### Where the registers sit

Other sequential cells in the stronger gray, the rest of the logic in the fainter gray.
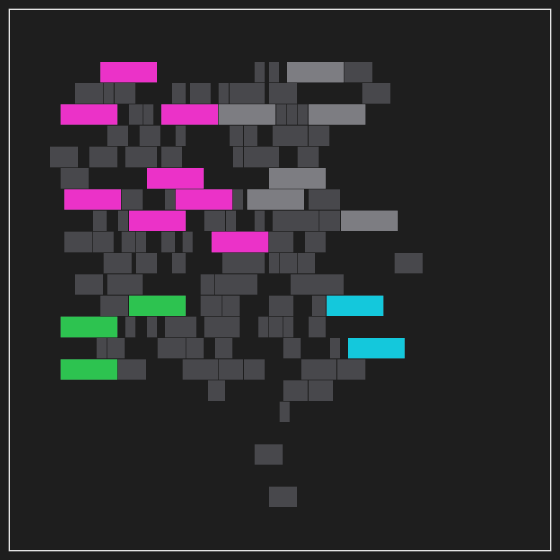
### M1 wires

Supply wires on this layer in gray.
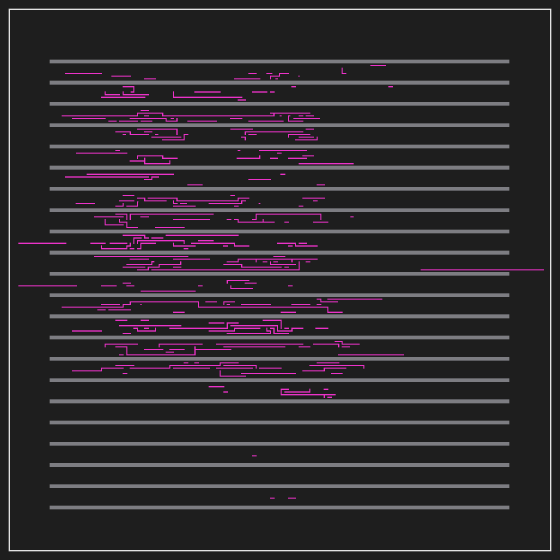
$ cat src/rtl/serial_tx_pkg.sv
// serial_tx_pkg -- shared definitions for the single-wire serial link.
// Holds the frame state encoding and the line-level constants. The matching
// receiver imports this package too, so both ends agree on framing.
// No ports (package).
package serial_tx_pkg;

    // Frame phases seen on the line.
    typedef enum logic [1:0] {
        ST_IDLE  = 2'd0,
        ST_START = 2'd1,
        ST_DATA  = 2'd2,
        ST_STOP  = 2'd3
    } tx_state_e;

    localparam logic LINE_IDLE = 1'b1;
    localparam logic START_BIT = 1'b0;
    localparam logic STOP_BIT  = 1'b1;

    // Counter width able to hold 0..n-1, never narrower than one bit.
    function automatic int cnt_width(input int n);
        if (n > 1) begin
            return $clog2(n);
        end else begin
            return 1;
        end
    endfunction

endpackage

$ cat src/rtl/serial_tx_if.sv
// serial_tx_if -- producer/transmitter handshake plus the line outputs.
// Signals:
//   din   [DATA_W] payload word, sampled on the accepting edge
//   load           producer request
//   ready          transmitter idle, a frame may be accepted
//   txd            serial line, idles high
//   busy           frame on the line
//   done           one-cycle end-of-frame pulse
// Modports: master = producer side, slave = transmitter side.
interface serial_tx_if #(
    parameter int DATA_W = 8
) ();
    logic [DATA_W-1:0] din;
    logic              load;
    logic              ready;
    logic              txd;
    logic              busy;
    logic              done;

    modport master (output din, output load,
                    input  ready, input txd, input busy, input done);
    modport slave  (input  din, input  load,
                    output ready, output txd, output busy, output done);
endinterface

$ cat src/rtl/serial_tx_bit_timer.sv
// serial_tx_bit_timer -- modulo-CLKS_PER_BIT counter that marks bit boundaries.
// Ports:
//   clk   clock
//   clr   synchronous clear to count 0 (reset or start of a new frame)
//   en    count enable (high while a frame is on the line)
//   tick  high during the last clock of each bit period
module serial_tx_bit_timer
    import serial_tx_pkg::*;
#(
    parameter int CLKS_PER_BIT = 4
) (
    input  logic clk,
    input  logic clr,
    input  logic en,
    output logic tick
);
    localparam int              CNT_W = cnt_width(CLKS_PER_BIT);
    localparam logic [CNT_W-1:0] LAST = CNT_W'(CLKS_PER_BIT - 1);

    logic [CNT_W-1:0] cnt_r;
    logic             wrap_s;

    assign wrap_s = (cnt_r == LAST);
    assign tick   = en & wrap_s;

    // Count 0..CLKS_PER_BIT-1 while enabled, wrapping explicitly so the
    // counter never relies on arithmetic overflow.
    always_ff @(posedge clk) begin
        if (clr) begin
            cnt_r <= {CNT_W{1'b0}};
        end else if (en) begin
            if (wrap_s) begin
                cnt_r <= {CNT_W{1'b0}};
            end else begin
                cnt_r <= cnt_r + CNT_W'(1);
            end
        end else begin
            cnt_r <= cnt_r;
        end
    end
endmodule

$ cat src/rtl/serial_tx.sv
// serial_tx -- parallel-in, serial-out frame transmitter.
// Sends one DATA_W word per accepted request, LSB first, framed by a start
// bit (0) and a stop bit (1); every bit is held CLKS_PER_BIT clocks.
// Ports:
//   clk  clock, all state on the rising edge
//   clr  synchronous active-high reset (wins over load)
//   bus  serial_tx_if slave: din/load in; ready/txd/busy/done out (registered)
module serial_tx
    import serial_tx_pkg::*;
#(
    parameter int DATA_W       = 8,
    parameter int CLKS_PER_BIT = 4
) (
    input logic         clk,
    input logic         clr,
    serial_tx_if.slave  bus
);
    localparam int               IDX_W    = cnt_width(DATA_W);
    localparam logic [IDX_W-1:0] LAST_IDX = IDX_W'(DATA_W - 1);

    tx_state_e         state_r, state_n;
    logic [DATA_W-1:0] shreg_r, shreg_n;
    logic [IDX_W-1:0]  idx_r, idx_n;
    logic              txd_r, txd_n;
    logic              ready_r, ready_n;
    logic              busy_r, busy_n;
    logic              done_r, done_n;
    logic              accept_s;
    logic              tick_s;
    logic              timer_en_s;
    logic              timer_clr_s;

    assign accept_s    = (state_r == ST_IDLE) & bus.load;
    assign timer_en_s  = (state_r != ST_IDLE);
    // Restarting the timer on acceptance aligns the start bit to the edge.
    assign timer_clr_s = clr | accept_s;

    serial_tx_bit_timer #(
        .CLKS_PER_BIT (CLKS_PER_BIT)
    ) u_bit_timer (
        .clk  (clk),
        .clr  (timer_clr_s),
        .en   (timer_en_s),
        .tick (tick_s)
    );

    // State register plus registered copies of every output.
    always_ff @(posedge clk) begin
        if (clr) begin
            state_r <= ST_IDLE;
            shreg_r <= {DATA_W{1'b0}};
            idx_r   <= {IDX_W{1'b0}};
            txd_r   <= LINE_IDLE;
            ready_r <= 1'b1;
            busy_r  <= 1'b0;
            done_r  <= 1'b0;
        end else begin
            state_r <= state_n;
            shreg_r <= shreg_n;
            idx_r   <= idx_n;
            txd_r   <= txd_n;
            ready_r <= ready_n;
            busy_r  <= busy_n;
            done_r  <= done_n;
        end
    end

    // Next-state logic; outputs are decoded from the next state so that the
    // registered line changes exactly on bit boundaries.
    always_comb begin
        state_n = state_r;
        shreg_n = shreg_r;
        idx_n   = idx_r;
        done_n  = 1'b0;
        txd_n   = LINE_IDLE;
        ready_n = 1'b1;
        busy_n  = 1'b0;

        case (state_r)
            ST_IDLE: begin
                if (accept_s) begin
                    state_n = ST_START;
                    shreg_n = bus.din;
                end else begin
                    state_n = ST_IDLE;
                end
            end
            ST_START: begin
                if (tick_s) begin
                    state_n = ST_DATA;
                    idx_n   = {IDX_W{1'b0}};
                end else begin
                    state_n = ST_START;
                end
            end
            ST_DATA: begin
                if (tick_s) begin
                    if (idx_r == LAST_IDX) begin
                        state_n = ST_STOP;
                    end else begin
                        idx_n   = idx_r + IDX_W'(1);
                        shreg_n = shreg_r >> 1;
                    end
                end else begin
                    state_n = ST_DATA;
                end
            end
            ST_STOP: begin
                if (tick_s) begin
                    state_n = ST_IDLE;
                    done_n  = 1'b1;
                end else begin
                    state_n = ST_STOP;
                end
            end
            default: begin
                state_n = ST_IDLE;
            end
        endcase

        case (state_n)
            ST_IDLE:  txd_n = LINE_IDLE;
            ST_START: txd_n = START_BIT;
            ST_DATA:  txd_n = shreg_n[0];
            ST_STOP:  txd_n = STOP_BIT;
            default:  txd_n = LINE_IDLE;
        endcase

        ready_n = (state_n == ST_IDLE);
        busy_n  = (state_n != ST_IDLE);
    end

    assign bus.txd   = txd_r;
    assign bus.ready = ready_r;
    assign bus.busy  = busy_r;
    assign bus.done  = done_r;
endmodule

$ cat src/flat_wrapper.sv
// flat-port wrapper written by rule: the top's interface ports become plain ports
module serial_tx_flat import serial_tx_pkg::*;
#(
    parameter int DATA_W       = 8,
    parameter int CLKS_PER_BIT = 4
)
  (clk, clr, bus_din, bus_load, bus_ready, bus_txd, bus_busy, bus_done);
  serial_tx_if #(.DATA_W(DATA_W)) bus_i ();
  input logic clk;
  input logic clr;
  input wire logic [$bits(bus_i.din)-1:0] bus_din;
  input wire logic [$bits(bus_i.load)-1:0] bus_load;
  output wire logic [$bits(bus_i.ready)-1:0] bus_ready;
  output wire logic [$bits(bus_i.txd)-1:0] bus_txd;
  output wire logic [$bits(bus_i.busy)-1:0] bus_busy;
  output wire logic [$bits(bus_i.done)-1:0] bus_done;
  assign bus_i.din = bus_din;
  assign bus_i.load = bus_load;
  assign bus_ready = bus_i.ready;
  assign bus_txd = bus_i.txd;
  assign bus_busy = bus_i.busy;
  assign bus_done = bus_i.done;
  serial_tx #(.DATA_W(DATA_W), .CLKS_PER_BIT(CLKS_PER_BIT)) u_core (.clk(clk), .clr(clr), .bus(bus_i));
endmodule
$ cat config.mk
export PLATFORM = sky130hd
export DESIGN_NAME = serial_tx_flat
export DESIGN_NICKNAME = d
export VERILOG_FILES = /design/src/rtl/serial_tx_pkg.sv /design/src/rtl/serial_tx_if.sv /design/src/rtl/serial_tx_bit_timer.sv /design/src/rtl/serial_tx.sv /design/src/flat_wrapper.sv
export SDC_FILE = /design/constraint.sdc
export NUM_CORES = 1
export LEC_CHECK = 0
export CAP_MARGIN = 20
export CORE_MARGIN = 5
export CORE_UTILIZATION = 26
export CTS_BUF_LIST = sky130_fd_sc_hd__clkbuf_4 sky130_fd_sc_hd__clkbuf_8
export DETAILED_ROUTE_END_ITERATION = 7
export GPL_TIMING_DRIVEN = 0
export SLEW_MARGIN = 0
export SYNTH_ARGS = -nofsm -noshare
export SYNTH_HDL_FRONTEND = slang
export SYNTH_HIERARCHICAL = 1
export SYNTH_SLANG_ARGS = --single-unit
$ cat constraint.sdc
create_clock -name clk -period 2.1 [get_ports clk]
set_input_delay 0.42 -clock clk [delete_from_list [all_inputs] [get_ports clk]]
set_output_delay 0.42 -clock clk [all_outputs]
set_load 0.01 [all_outputs]
==> results.toml <==
# yosys + openroad results
[synth]
most_common_cell = "dfxtp_1"
avgSynthCellArea_um2 = 9.48
netlist-cell-type-count = 27
synth-edff-count = 0
synth-seq-area-share = 0.418
synth_area_um2 = 910
synth_top_flop_cell = "dfxtp_1"

[drt]
drtAntennaViolNets = 0
drc = 0

[clock_network]
clkSinkCount = 19
clkTransAtPathRegs_ps = 110
clockRootBuffer = "clkbuf_4"
post_cts_buffers = 0

[global_routing]
grt_max_degree = 12
grt_use_total = 0.0795
grt-ovfl-total = 0

[worst_setup_path]
slowest_stage = "or2_2"
critPathKind = "reg2reg"
critical_path.top_delay_family = "simple AND/OR/NAND/NOR gates"
cpPeakStageDelay_ps = 330

[outcome]
run_status = "finished clean"

[layout]
fill_cells = 371
instances_no_fill = 161

[final_timing]
fin_crit_ps = 1960
setup-tns-final_ps = 0
worst_slew_pin_slew_ps = 458
slew_violations = 0

[power_and_ir_drop]
powerDensity_mw_per_mm2 = 575
p_int_uw = 498
ir_drop_v = 0.000359
p_seq_frac = 0.578

[placement]
dp_slack_ps = -59.4
port_buffers = 13
place.detailed.hpwl_um = 1370

[flow_run]
warnings = 28
maxCapViolations = 0

[floorplanning]
coreArea_mm2 = 0.00336
-- 'Where the registers sit' (at the start) --
- cyan: u_core/u_bit_timer/cnt_r (flops 2)
- magenta: u_core/shreg_r (flops 8)
- green: u_core/idx_r (flops 3)
- not colored: 6
Seq area share: 0.329
Finished Core Util: 0.344

-- 'M1 wires' (at the start) --
- longest straight run: 18.9 um
- nets with wire on the layer: 112
met1 Usage GRT: 0.0896
DRT Wirelength: 1820 um
Vias: 714

==> cells in the final DEF (no fill, tap or decap), types with 3 or more instances in the layout <==
master,n
a21oi_1,9
a22oi_1,7
buf_4,3
clkbuf_4,3
clkdlybuf4s50_1,13
dfxtp_1,19
ha_1,6
inv_1,4
mux2i_1,4
nand2_1,9
nor2_1,10
==> layout make-up <==
class,instances,share of cell area
multi-input combinational,68,0.426
timing repair buffer,15,0.126
sequential,19,0.329
buffer,5,0.0325
inverter,4,0.0130
tap,46,0.0498
clock buffer,3,0.0195
clock inverter,1,0.00433
==> power groups by stage <==
stage               Combinational, uW  Sequential [uW]  Clock [uW]
detailed placement               90.5              393           0
finish                           93.7              384         187
global placement                 87.7              392           0
CTS                              91.0              384         196
global route                      105              386         212
floorplan                        51.7              393           0
==> logic make-up after synthesis <==
kind of cell,count (synthesis),synth area share
compound gates,21,0.154
xor+xnor,1,0.00963
fa+ha+maj,6,0.0825
buf+inv,9,0.0578
flops,19,0.418
mux,5,0.0605
simple gates,35,0.217
==> path summary, 6_finish.rpt <==
path / startpoint / end / depth (start not counted)
worst min-delay path: u_core/shreg_r[3] / u_core/shreg_r[3] / 2
worst max register to register: u_core/state_r[0] / u_core/bus.txd / 9
worst min register to register: u_core/shreg_r[3] / u_core/shreg_r[3] / 2
worst max-delay path: u_core/state_r[0] / u_core/bus.txd / 9
==> sequential cells by signal, indices dropped and copies added (netlist names) <==
register / count
u_core/bus.busy: 1
u_core/bus.done: 1
u_core/bus.ready: 1
u_core/bus.txd: 1
u_core/idx_r: 3
u_core/shreg_r: 8
u_core/state_r: 2
u_core/u_bit_timer/cnt_r: 2
==> metal layers <==
layer	GRT usage	vias to the layer above	routed length, um
li1	-	366	-
met1	0.0896	336	784
met2	0.141	12	968
met3	0.0203	0	69
met4	0.0325	0	0
met5	0	-	0
Power is estimated from default activity; no workload was simulated.
